<file path="config.mk">
export PLATFORM = sky130hd
export DESIGN_NAME = cpu_cycle_timer
export DESIGN_NICKNAME = d
export VERILOG_FILES = /design/src/rtl/cpu_cycle_timer.sv
export SDC_FILE = /design/constraint.sdc
export NUM_CORES = 1
export LEC_CHECK = 0
export CAP_MARGIN = 40
export CORE_MARGIN = 2
export CORE_UTILIZATION = 35
export CTS_CLUSTER_DIAMETER = 80
export DETAILED_ROUTE_END_ITERATION = 16
export PLACE_DENSITY = 0.88
export SETUP_SLACK_MARGIN = 0.5
export SLEW_MARGIN = 20
export SYNTH_ARGS = -nofsm -noshare
export SYNTH_HDL_FRONTEND = slang
export SYNTH_SLANG_ARGS = --single-unit
export TNS_END_PERCENT = 5
</file>
<file path="constraint.sdc">
create_clock -name clk -period 2.5 [get_ports clk]
set_input_delay 0.625 -clock clk [delete_from_list [all_inputs] [get_ports clk]]
set_output_delay 0.625 -clock clk [all_outputs]
set_load 0.1 [all_outputs]
</file>
<file path="src/rtl/cpu_cycle_timer.sv">
// CPU bus-cycle timer. It counts master clocks through each CPU bus cycle and
// pulses cpu_en on the last clock of the cycle. The cycle length (6, 8 or 12
// clocks) comes from the address and MEMSEL, sampled on the first unstalled
// clock of each cycle. While refresh or a DMA halt is active, the cycle in
// progress is frozen.
//
// There is no valid/ready handshake here. cpu_en is a free-running strobe, and
// stall only holds the counter. The phase output exposes the counter state
// directly.
module cpu_cycle_timer #(
    parameter int FAST_LEN  = 6,
    parameter int SLOW_LEN  = 8,
    parameter int XSLOW_LEN = 12
) (
    input  logic        clk,
    input  logic        reset,
    input  logic [23:0] addr,
    input  logic        io_cycle,
    input  logic        memsel,
    input  logic        refresh,
    input  logic        halt,
    output logic        cpu_en,
    output logic [3:0]  phase,
    output logic [3:0]  cycle_len,
    output logic        stall
);

    localparam logic [3:0] FAST  = 4'(FAST_LEN);
    localparam logic [3:0] SLOW  = 4'(SLOW_LEN);
    localparam logic [3:0] XSLOW = 4'(XSLOW_LEN);

    logic [3:0] phase_q;
    logic [3:0] len_reg;
    logic [3:0] dec_len;
    logic [7:0] bank;
    logic       terminal;

    // The low nine offset bits never affect the speed map.
    logic unused_addr_bits;
    assign unused_addr_bits = ^addr[8:0];

    assign bank      = addr[23:16];
    assign stall     = refresh | halt;
    assign terminal  = (phase_q == len_reg - 4'd1);
    assign cpu_en    = !stall && terminal;
    assign phase     = phase_q;
    assign cycle_len = len_reg;

    // Speed decode of the upcoming access.
    always_comb begin
        dec_len = SLOW;
        if (io_cycle) begin
            dec_len = FAST;
        end else if (!bank[6]) begin
            // Banks $00-$3F and $80-$BF: the system area is split by offset.
            if (addr[15]) begin
                dec_len = (bank[7] && memsel) ? FAST : SLOW;
            end else begin
                case (addr[14:13])
                    2'b00:   dec_len = SLOW;
                    2'b01:   dec_len = FAST;
                    // $4000-$41FF is the joypad serial port. The rest of
                    // $4000-$5FFF is fast I/O.
                    2'b10:   dec_len = (addr[12:9] == 4'b0000) ? XSLOW : FAST;
                    default: dec_len = SLOW;
                endcase
            end
        end else if (bank[7]) begin
            // Banks $C0-$FF are ROM and follow the fast-ROM bit.
            dec_len = memsel ? FAST : SLOW;
        end
    end

    // Cycle counter.
    // The length is latched at phase 0. A stall holds everything, including
    // the terminal phase, so any pending pulse slips until the stall ends.
    always_ff @(posedge clk or posedge reset) begin
        if (reset) begin
            phase_q <= 4'd0;
            len_reg <= SLOW;
        end else if (!stall) begin
            if (phase_q == 4'd0) begin
                len_reg <= dec_len;
                phase_q <= 4'd1;
            end else if (terminal) begin
                phase_q <= 4'd0;
            end else begin
                phase_q <= phase_q + 4'd1;
            end
        end
    end

endmodule
</file>
Figure 1. Wiring heat map (run 1).
9 x 9 tiles, from dark blue (low) to red (high), scaled to the fullest tile. Values are wire area over tile area, all layers added.
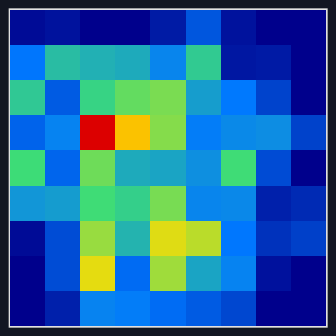
emptiest ninth of the die: north-east
mean over tiles: 0.12
fullest tile: 0.45
tiles over half the peak: 19%
nearly empty tiles: 15%
vias: 547
overall fraction of global-route tracks in use: 16.7%
final wirelength: 1410 µm
wire per inst: 12.8 µm

Figure 2. Register map, names as in the netlist (run 1).
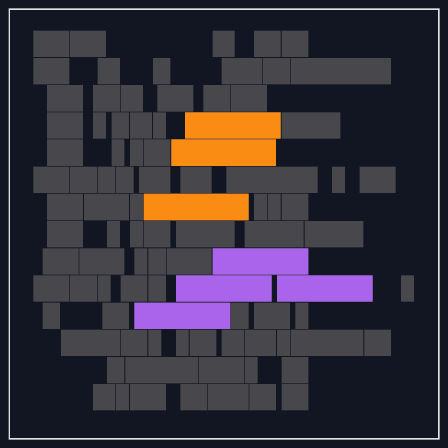
[orange] cycle_len | flops: 3
[purple] phase | flops: 4

==> results.sh, run 1 <==
# implementation run metrics
export IMPL_cts_resized=6
export IMPL_top_level_ports=40
export IMPL_synth_cells_yosys=61
export IMPL_ys_top_cells_by_count="11 x inv_1, 6 x dfrtp_1, 5 x ha_1, 5 x nor2_1"
export IMPL_syn2layout_area_growth_pct=77.7
export IMPL_ctsHoldBuffers=0
export IMPL_grt_busiest_layer="met2"
export IMPL_floorplan_die_height_um=42.8
export IMPL_area_dominant_class="logic gates"
export IMPL_cts_tree="done"
export IMPL_die_area_um2=1840
export IMPL_area_share_clock_buf_inv_pct=2.80
export IMPL_regToRegEndpoint="cycle_len[1]"
export IMPL_power_frac_comb_pct=72.2
export IMPL_cts_repair_timing_setup_buffer_count=3
export IMPL_worst_path_max_delay_cell="dfrtp_4"
export IMPL_worst_path_stages=5
export IMPL_well_tap_count=16
export IMPL_remaining_drc_errors=0
export IMPL_grt_antenna_before_repair=0
export IMPL_timing_critical_path_cells="inv_4 -> ha_4 -> xnor2_4 -> nor3_4 -> buf_12"
export IMPL_top_cells_area="dfrtp_1 28%, ha_1 12%, inv_1 7.8%"
export IMPL_synth_area_mux_share_pct=1.90
export IMPL_crit_required_ns=1.88
export IMPL_grt_pass1_wl_um=2260
export IMPL_layout_drive_gt1_share_pct=45.7
export IMPL_rsz0062_at_grt="true"
export IMPL_p_switching_uw=766
export IMPL_drt_initial_drc_count=5
export IMPL_share_seq_of_total_power_pct=20.3
export IMPL_critical_path_class="flop to output port"
export IMPL_ys_warnings_count=0
export IMPL_synthTopLogicFamily="simple AND/OR/NAND/NOR gates"
export IMPL_synth_chip_area_um2=528
export IMPL_synth_compound_area_share_pct=12.6
export IMPL_wl_met2_um=789
export IMPL_timing_hold_worst_class="input port to asynchronous set/reset pin"
export IMPL_synth_area_leader_cell="dfrtp_1"
export IMPL_cp_buffers_inverters=2
export IMPL_synthAdderAreaFrac_pct=11.8
export IMPL_place_area_um2=840
export IMPL_worst_path_max_fanout=2
export IMPL_starting_density_of_the_core_pct=36.3
export IMPL_combinationalPower_uw=986
export IMPL_area_sequential_um2=189
export IMPL_inverters=11
export IMPL_period_needed_ns=2.21
export IMPL_run_status="finished, final reports clean"
export IMPL_r2r_start="phase[0]"
export IMPL_synthXorXnorAreaFrac_pct=8.29
export IMPL_power_largest_group="combinational cells"
export IMPL_simple_gate_area_share_of_the_yosys_netlist_pct=22.0
export IMPL_final_common_cell="buf_4"
export IMPL_multi_input_comb_area_um2=375
export IMPL_ys_ff=7
export IMPL_setup_worst_path_end="cpu_en"
export IMPL_globalRouteMet2Util_pct=30.6
export IMPL_first_global_vias=568
export IMPL_final_setup_worst_slack_ns=0.291
export IMPL_leakagePower_uw=0.000420
export IMPL_p_sw_share_pct=56.1
export IMPL_worst_setup_path_end_kind="output port"
export IMPL_syn_area_um2=528
export IMPL_met1_use_gr_pct=17.9
export IMPL_asyncSetResetFlopFracSynth_pct=100
export IMPL_routability_congestion=0.858
export IMPL_power_density_nw_per_um2=1450
export IMPL_netlist_area_leader_share_pct=28.4
export IMPL_largest_reg_flops=4
export IMPL_insertedDiodeCount=0
export IMPL_topRoutingLayerUsed="met4"
export IMPL_layout_cells_non_filler=110
export IMPL_cell_type_group_with_the_largest_total_delay_on_the_critical_path="flip-flops"
export IMPL_grtUsageMet3_pct=1.28
export IMPL_total_power_uw=1360
export IMPL_final_max_slew_violation_count=0
export IMPL_worst_r2r_path_depth=6
export IMPL_number_of_buffers_inserted_during_clock_tree_synthesis=3
export IMPL_grt_remaining_overflow=0
export IMPL_non_clock_buffer_area_share_pct=30.3
export IMPL_synth_edff_count=0
export IMPL_crit_path_max_incr_delay_ns=0.48
export IMPL_finalSetupViolations=0
export IMPL_synthesis_instances=61
export IMPL_die_span_x_um=42.8
export IMPL_finalHoldViolations=0
export IMPL_pre_cts_ws_ns=-0.0488
export IMPL_num_clock_buffers=4
export IMPL_combAreaFraction_pct=40.0
export IMPL_met3_wirelength_um=60
export IMPL_firstDrtPassIters=4
export IMPL_ff2ff_setup_slack_ns=0.72
export IMPL_maxCapViolations=0
export IMPL_ff_count=7
export IMPL_startpoint="cycle_len[2]"
export IMPL_tool_warnings=46
export IMPL_num_fill_cells=120
export IMPL_maximum_vdd_drop_mv=0.756
export IMPL_total_internal_power_uw=599
export IMPL_min_period_over_period_pct=88.4
export IMPL_sinks_on_clock_net=7
export IMPL_ant_nets=0
export IMPL_clock_tree_buffer_depth=2
export IMPL_synth_area_per_cell_um2=8.66
export IMPL_holdWs_ns=0.600
Figure 3. Placed cells, one color a class (run 1).
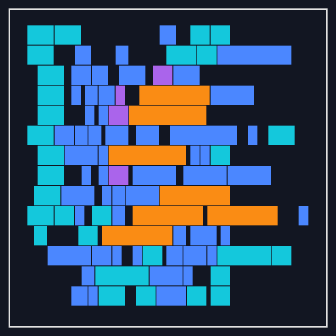
[cyan] remaining buffers and delay cells | cells: 30 | share of their area: 31%
[blue] remaining logic cells | cells: 53 | share of their area: 46%
[orange] sequential cells | cells: 7 | share of their area: 21%
[purple] clock drivers and dummy loads | cells: 4 | share of their area: 2.9%
site row count: 14
final cell utilization of the core: 64.5%
Core Footprint: 1450 µm²
area of all placed cells without fillers: 938 µm²
fraction of area in registers: 20.1%

Figure 4. Routed clock nets over the placement (run 1).
Bar = 10 µm.
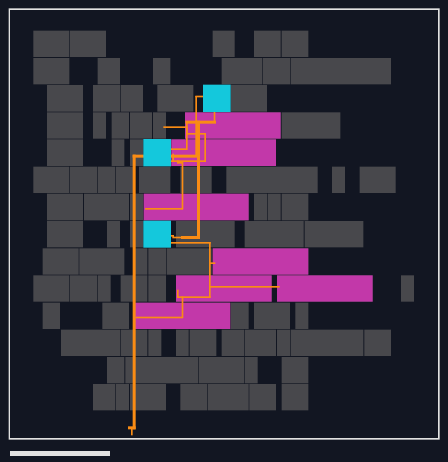
[cyan] clock-net drivers | count: 3
[orange] clock wires | length: 118 µm
[magenta] flip-flops | count: 7
routed clock nets: 4
clock share of power: 7.5%
worst clock skew: 0.00261 ns
power consumed by the clock network: 102 µW
clk_lat worst skew: 0.25 ns

Figure 5. Clock routing (run 1).
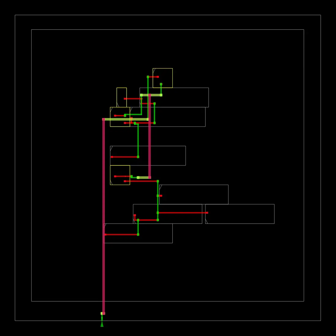

--- run 2 (diff from run 1) ---
- CORE_MARGIN: 2 -> unset
Figure 6. Clock routing (run 2).
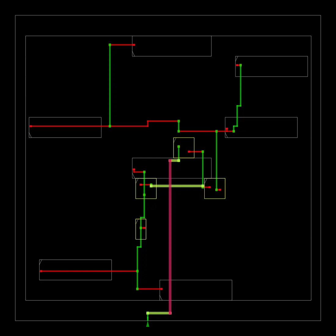
clk_lat worst skew: 0.26 ns
number of buffers inserted during clock tree synthesis: 3

Figure 7. Wiring heat map (run 2).
8 x 8 tiles, from dark blue (low) to red (high), scaled to the fullest tile. Values are wire area over tile area, all layers added.
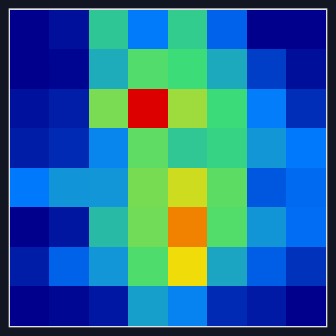
emptiest ninth of the die: south-west
nearly empty tiles: 14%
fullest tile: 0.45
overall fraction of global-route tracks in use: 20.1%
wire per inst: 12.8 µm
final wirelength: 1390 µm
vias: 534

==> run 2 against run 1 <==
Against the previous run: synthesized cell count unchanged; maximum frequency up 0.19%; sequential share of layout area up 0.19 points; clock skew up 0.0086 ns; global-route usage up 3.4 points; routed wire length down 1.8%; hold slack worse by 0.0041 ns; sequential cell count unchanged; utilization up 4.3 points; sequential power down 2%; register-to-register slack better by 0.03 ns.
==> results.sh, run 2 <==
# implementation run metrics
export IMPL_timing_hold_worst_class="flop to flop"
export IMPL_grt_busiest_layer="met2"
export IMPL_area_sequential_um2=189
export IMPL_layout_cells_non_filler=108
export IMPL_ff2ff_setup_slack_ns=0.75
export IMPL_starting_density_of_the_core_pct=39.1
export IMPL_clock_tree_buffer_depth=2
export IMPL_pre_cts_ws_ns=0.0424
export IMPL_finalHoldViolations=0
export IMPL_synth_compound_area_share_pct=12.6
export IMPL_power_frac_comb_pct=71.9
export IMPL_ys_top_cells_by_count="11 x inv_1, 6 x dfrtp_1, 5 x ha_1, 5 x nor2_1"
export IMPL_insertedDiodeCount=0
export IMPL_final_core_utilization_pct=68.9
export IMPL_cts_tree="done"
export IMPL_firstDrtPassIters=4
export IMPL_maxCapViolations=0
export IMPL_syn2layout_area_growth_pct=76.1
export IMPL_drt_initial_drc_count=9
export IMPL_largest_reg_flops=4
export IMPL_top_level_ports=40
export IMPL_ctsHoldBuffers=0
export IMPL_synth_chip_area_um2=528
export IMPL_synth_area_leader_cell="dfrtp_1"
export IMPL_first_global_vias=501
export IMPL_worst_path_stages=5
export IMPL_worst_r2r_path_depth=6
export IMPL_ff_count=7
export IMPL_fp_coreArea_um2=1350
export IMPL_num_clock_buffers=4
export IMPL_crit_path_max_incr_delay_ns=0.49
export IMPL_die_span_x_um=40.8
export IMPL_power_density_nw_per_um2=1460
export IMPL_ys_ff=7
export IMPL_syn_area_um2=528
export IMPL_worst_path_max_delay_cell="dfrtp_4"
export IMPL_multi_input_comb_area_um2=375
export IMPL_remaining_drc_errors=0
export IMPL_worst_setup_path_end_kind="output port"
export IMPL_inverters=11
export IMPL_place_area_um2=846
export IMPL_final_setup_worst_slack_ns=0.295
export IMPL_simple_gate_area_share_of_the_yosys_netlist_pct=22.0
export IMPL_topRoutingLayerUsed="met4"
export IMPL_placementRows=13
export IMPL_run_status="finished, final reports clean"
export IMPL_combinationalPower_uw=973
export IMPL_num_fill_cells=105
export IMPL_worst_clock_skew_ns=0.0112
export IMPL_sinks_on_clock_net=7
export IMPL_netlist_area_leader_share_pct=28.4
export IMPL_cp_buffers_inverters=2
export IMPL_grt_antenna_before_repair=0
export IMPL_p_sw_share_pct=56.3
export IMPL_synth_area_mux_share_pct=1.90
export IMPL_synthAdderAreaFrac_pct=11.8
export IMPL_maximum_vdd_drop_mv=1.02
export IMPL_synth_cells_yosys=61
export IMPL_final_max_slew_violation_count=0
export IMPL_leakagePower_uw=0.000414
export IMPL_met1_use_gr_pct=25.5
export IMPL_total_power_uw=1350
export IMPL_synthXorXnorAreaFrac_pct=8.29
export IMPL_holdWs_ns=0.596
export IMPL_final_common_cell="buf_4"
export IMPL_clock_power_share_pct=8.1
export IMPL_floorplan_die_height_um=40.8
export IMPL_worst_path_max_fanout=2
export IMPL_pg_clk_uw=109
export IMPL_p_switching_uw=762
export IMPL_die_area_um2=1670
export IMPL_combAreaFraction_pct=40.4
export IMPL_rsz0062_at_grt="true"
export IMPL_synth_area_per_cell_um2=8.66
Power figures rest on the tool's default switching activity, not on a simulated workload.
